layer_met3.png
Scale: 3 px per um.
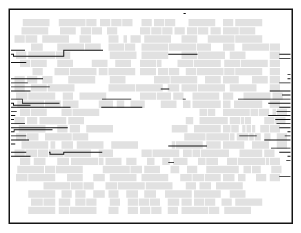
clk_routes.png
Scale: 4 px per um.
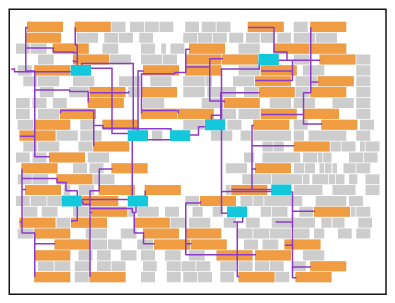
flops_by_reg.png
Scale: 3 px per um.
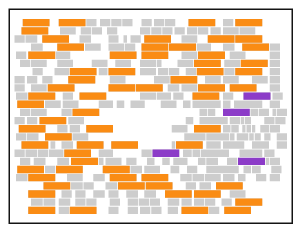
wires.png
Scale: 3 px per um.
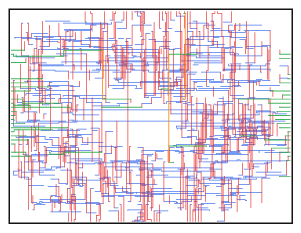
congestion.png
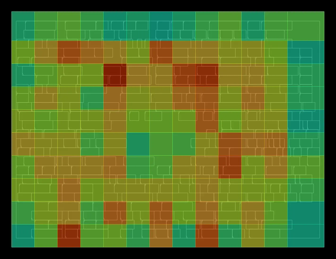
<file path="config.mk">
export PLATFORM = sky130hd
export DESIGN_NAME = demux_1_to_n_buffered
export DESIGN_NICKNAME = d
export VERILOG_FILES = /design/src/rtl/demux_1_to_n_buffered.sv
export SDC_FILE = /design/constraint.sdc
export NUM_CORES = 1
export LEC_CHECK = 0
export CORE_ASPECT_RATIO = 0.75
export CORE_MARGIN = 1
export CORE_UTILIZATION = 46
export CTS_CLUSTER_SIZE = 28
export DETAILED_ROUTE_END_ITERATION = 10
export PLACE_DENSITY = 0.91
export SYNTH_ARGS = -nofsm -noshare
export SYNTH_HDL_FRONTEND = slang
export SYNTH_SLANG_ARGS = --single-unit
</file>
<file path="constraint.sdc">
create_clock -name clock -period 3.1 [get_ports clock]
set_clock_uncertainty 0.2 [all_clocks]
set_input_delay 0.62 -clock clock [delete_from_list [all_inputs] [get_ports clock]]
set_output_delay 0.62 -clock clock [all_outputs]
set_load 0.005 [all_outputs]
</file>
<file path="src/rtl/demux_1_to_n_buffered.sv">
// Registered 1-to-N demultiplexer with one valid/ready output slot per channel.
// Routes the producer stream to the channel picked by select, or to every
// channel at once when broadcast is set (all-or-nothing).
module demux_1_to_n_buffered #(
  parameter int unsigned bits     = 16,
  parameter int unsigned sel_bits = 2
) (
  input  logic                          clock,
  input  logic                          reset,
  input  logic [bits-1:0]               in,
  input  logic [sel_bits-1:0]           select,
  input  logic                          broadcast,
  input  logic                          in_valid,
  output logic                          in_ready,
  output logic [bits*(2**sel_bits)-1:0] out,
  output logic [(2**sel_bits)-1:0]      out_valid,
  input  logic [(2**sel_bits)-1:0]      out_ready
);

  localparam int unsigned N = 2 ** sel_bits;

  logic [N-1:0]    full_q;
  logic [N-1:0]    full_d;
  logic [bits-1:0] data_q [N];
  logic [bits-1:0] data_d [N];

  logic [N-1:0]    can_take;
  logic [N-1:0]    target;
  logic            accept;

  // Acceptance: a slot can take data if empty or draining this cycle
  always_comb begin
    can_take = ~full_q | out_ready;
    target   = broadcast ? {N{1'b1}} : (N'(1) << select);
    in_ready = broadcast ? (&can_take) : can_take[select];
    accept   = in_valid & in_ready;
  end

  // Next-state per channel: refill wins over drain, otherwise hold
  always_comb begin
    full_d = full_q;
    for (int unsigned k = 0; k < N; k++) begin
      data_d[k] = data_q[k];
      if (accept && target[k]) begin
        data_d[k] = in;
        full_d[k] = 1'b1;
      end else if (full_q[k] && out_ready[k]) begin
        full_d[k] = 1'b0;
      end
    end
  end

  // Slot state and data registers, cleared asynchronously
  always_ff @(posedge clock or posedge reset) begin
    if (reset) begin
      full_q <= '0;
      for (int unsigned k = 0; k < N; k++) begin
        data_q[k] <= '0;
      end
    end else begin
      full_q <= full_d;
      for (int unsigned k = 0; k < N; k++) begin
        data_q[k] <= data_d[k];
      end
    end
  end

  // Present the slot registers on the flat output bus
  always_comb begin
    out_valid = full_q;
    out       = '0;
    for (int unsigned k = 0; k < N; k++) begin
      out[bits*k +: bits] = data_q[k];
    end
  end

endmodule

</file>
==> summary.rpt <==
FINAL TIMING
-------------------------------------------------------------------------------------------
Final setup TNS ..............................................................         0 ps
Share of the cycle needed by the critical path after routing .................         1.00
Highest Clock Rate ...........................................................      323 MHz
Final Max Tran Viols .........................................................            0

SYNTH
-------------------------------------------------------------------------------------------
FF+latch count, synth ........................................................           68
Post-Syn Area ................................................................   2910 sq um
Area contributors post-synth ................................................. sky130_fd_sc_hd__dfrtp_1 59%, sky130_fd_sc_hd__mux2_4 19%, sky130_fd_sc_hd__mux2_2 11%
Post-synthesis chip area from yosys ..........................................   2910 sq um
Count of cell types in the netlist ...........................................           20

STATUS
-------------------------------------------------------------------------------------------
Status .......................................................................    completed

POWER AND IR DROP
-------------------------------------------------------------------------------------------
Worst vdd rail ir drop .......................................................   0.000495 V
Internal power consumption ...................................................      2.53 mW
Switching power of the nets ..................................................       903 uW

GLOBAL ROUTE
-------------------------------------------------------------------------------------------
Global route total overflow ..................................................            0
Via count of the first global-routing pass ...................................         1987

DETAILED ROUTING
-------------------------------------------------------------------------------------------
Via density per instance .....................................................         5.04
Number of design-rule violations left by the first detailed-router iteration .           69
DRC Markers ..................................................................            0

CTS
-------------------------------------------------------------------------------------------
CTS buffer count .............................................................            9
Clock sink count .............................................................           68
Setup bufs post-CTS ..........................................................            0

DIE
-------------------------------------------------------------------------------------------
Die height ...................................................................      70.9 um

SETUP PATH
-------------------------------------------------------------------------------------------
Type of destination of the critical path .....................................   output pin
Required time at the worst-slack endpoint ....................................      2280 ps
Family with the most delay on the worst path ................................. buffers and inverters

LAYOUT
-------------------------------------------------------------------------------------------
Antenna diode count ..........................................................            0

## Picture notes: layer_met3.png
main direction: horizontal
share of all routed wire: 5.6%
nets with wire on the layer: 47
Routed WL: 6390 um
global-route met3 utilization: 0.0774

## Picture notes: clk_routes.png
legend:
  clock wires:
    color: purple
    length: 805 um
  flip-flops:
    color: orange
    count: 68
  clock drivers:
    color: cyan
    count: 9
routed clock nets: 10
flops lie: all over the die
clock network fraction of total power: 0.212
power attributed to the clock group: 726 uW
Worst-Skew Late Latency: 330 ps

## Picture notes: flops_by_reg.png
legend:
  `out`:
    color: orange
    placed_flops: 64
    where: all over the die
  `out_valid`:
    color: purple
    placed_flops: 4
    where: middle right
final design utilization: 0.708
sequential standard cell area: 1700 sq um
power drawn by the sequential cells: 1.38 mW
register fraction of the total cell area: 0.404

## Picture notes: wires.png
legend:
  metal 1:
    color: blue
    wire_length: 2840 um
  metal 3:
    color: green
    wire_length: 357 um
  metal 4:
    color: orange
    wire_length: 80.9 um
  metal 2:
    color: red
    wire_length: 3120 um
Avg WL per Cell: 17.7 um
gr usage total: 0.208
total vias in the final route: 1820

## Picture notes: congestion.png
met2 usage in global routing: 0.327
Global Route met1 Usage: 0.271
GRT Max-Usage Layer: met2

cell type report:
class | count | share of cell area
Sequential cell | 68 | 0.404
Multi-Input combinational cell | 87 | 0.272
Timing Repair Buffer | 106 | 0.248
Clock buffer | 10 | 0.0327
Tap cell | 78 | 0.0232
Clock inverter | 6 | 0.0149
Inverter | 6 | 0.00535
sequential cells by signal, indices dropped and copies added, names as in the netlist:
signal     flops
out_valid      4
out           64
path summary, 6_finish.rpt:
path,startpoint,to,depth (start not counted)
setup reg to reg,out_valid[1],out[43],5
min in group asynchronous,reset,out[22],2
hold reg to reg,out_valid[3],out_valid[3],1
max in group asynchronous,reset,out[45],3
setup / recovery,select[0],in_ready,5
hold / removal,out_valid[3],out_valid[3],1
cells in the mapped netlist:
cell type                   number
sky130_fd_sc_hd__nand2_1         1
sky130_fd_sc_hd__dfrtp_1        68
sky130_fd_sc_hd__a21o_1          4
sky130_fd_sc_hd__nand4bb_1       1
sky130_fd_sc_hd__buf_6           4
sky130_fd_sc_hd__mux2_4         36
sky130_fd_sc_hd__a21oi_1         2
sky130_fd_sc_hd__nand2b_2        1
sky130_fd_sc_hd__clkinv_1        1
sky130_fd_sc_hd__o211ai_4        1
sky130_fd_sc_hd__mux2_2         28
sky130_fd_sc_hd__inv_1           5
sky130_fd_sc_hd__nor3_1          1
sky130_fd_sc_hd__o221ai_4        1
sky130_fd_sc_hd__o21ba_2         1
sky130_fd_sc_hd__nand2b_1        3
sky130_fd_sc_hd__nand4_4         1
sky130_fd_sc_hd__or2b_2          2
sky130_fd_sc_hd__a211oi_4        1
sky130_fd_sc_hd__a221oi_4        3
per-stage QoR:
stage	hold WS [ps]	setup WS, ps	cells	util
2_1_floorplan	287	568	165	-
3_3_place_gp	277	65.7	345	0.673
3_5_place_dp	293	23.4	345	0.673
4_1_cts	310	16.9	361	0.707
5_1_grt	324	-5.89	361	0.708
6_report	305	0.101	361	0.708
layer usage:
metal  global-route usage  routed length (um)  up-vias
met3               0.0774                 356        8
met1                0.271                2840      943
met5                    0                   0        -
li1                     -                   -      813
met4               0.0632                  80        0
met2                0.327                3120       56
power groups by stage:
stage / clock, mW / sequential, mW / combinational, mW
5_1_grt: 0.791 / 1.42 / 1.41
4_1_cts: 0.748 / 1.38 / 1.34
3_3_place_gp: 0 / 1.38 / 1.30
2_1_floorplan: 0 / 1.39 / 0.530
6_report: 0.726 / 1.38 / 1.32
3_5_place_dp: 0 / 1.39 / 1.33
kinds of logic (layout without fill, tap and decap cells):
kind of cell	after synthesis	in the layout	share of synthesized area
flip-flops	68	68	0.585
multiplexers	64	64	0.294
AND-OR/OR-AND	13	13	0.0676
AND/OR/NAND/NOR	10	10	0.0297
buffers and inverters	10	128	0.0232
Power and IR drop assume default switching activity.
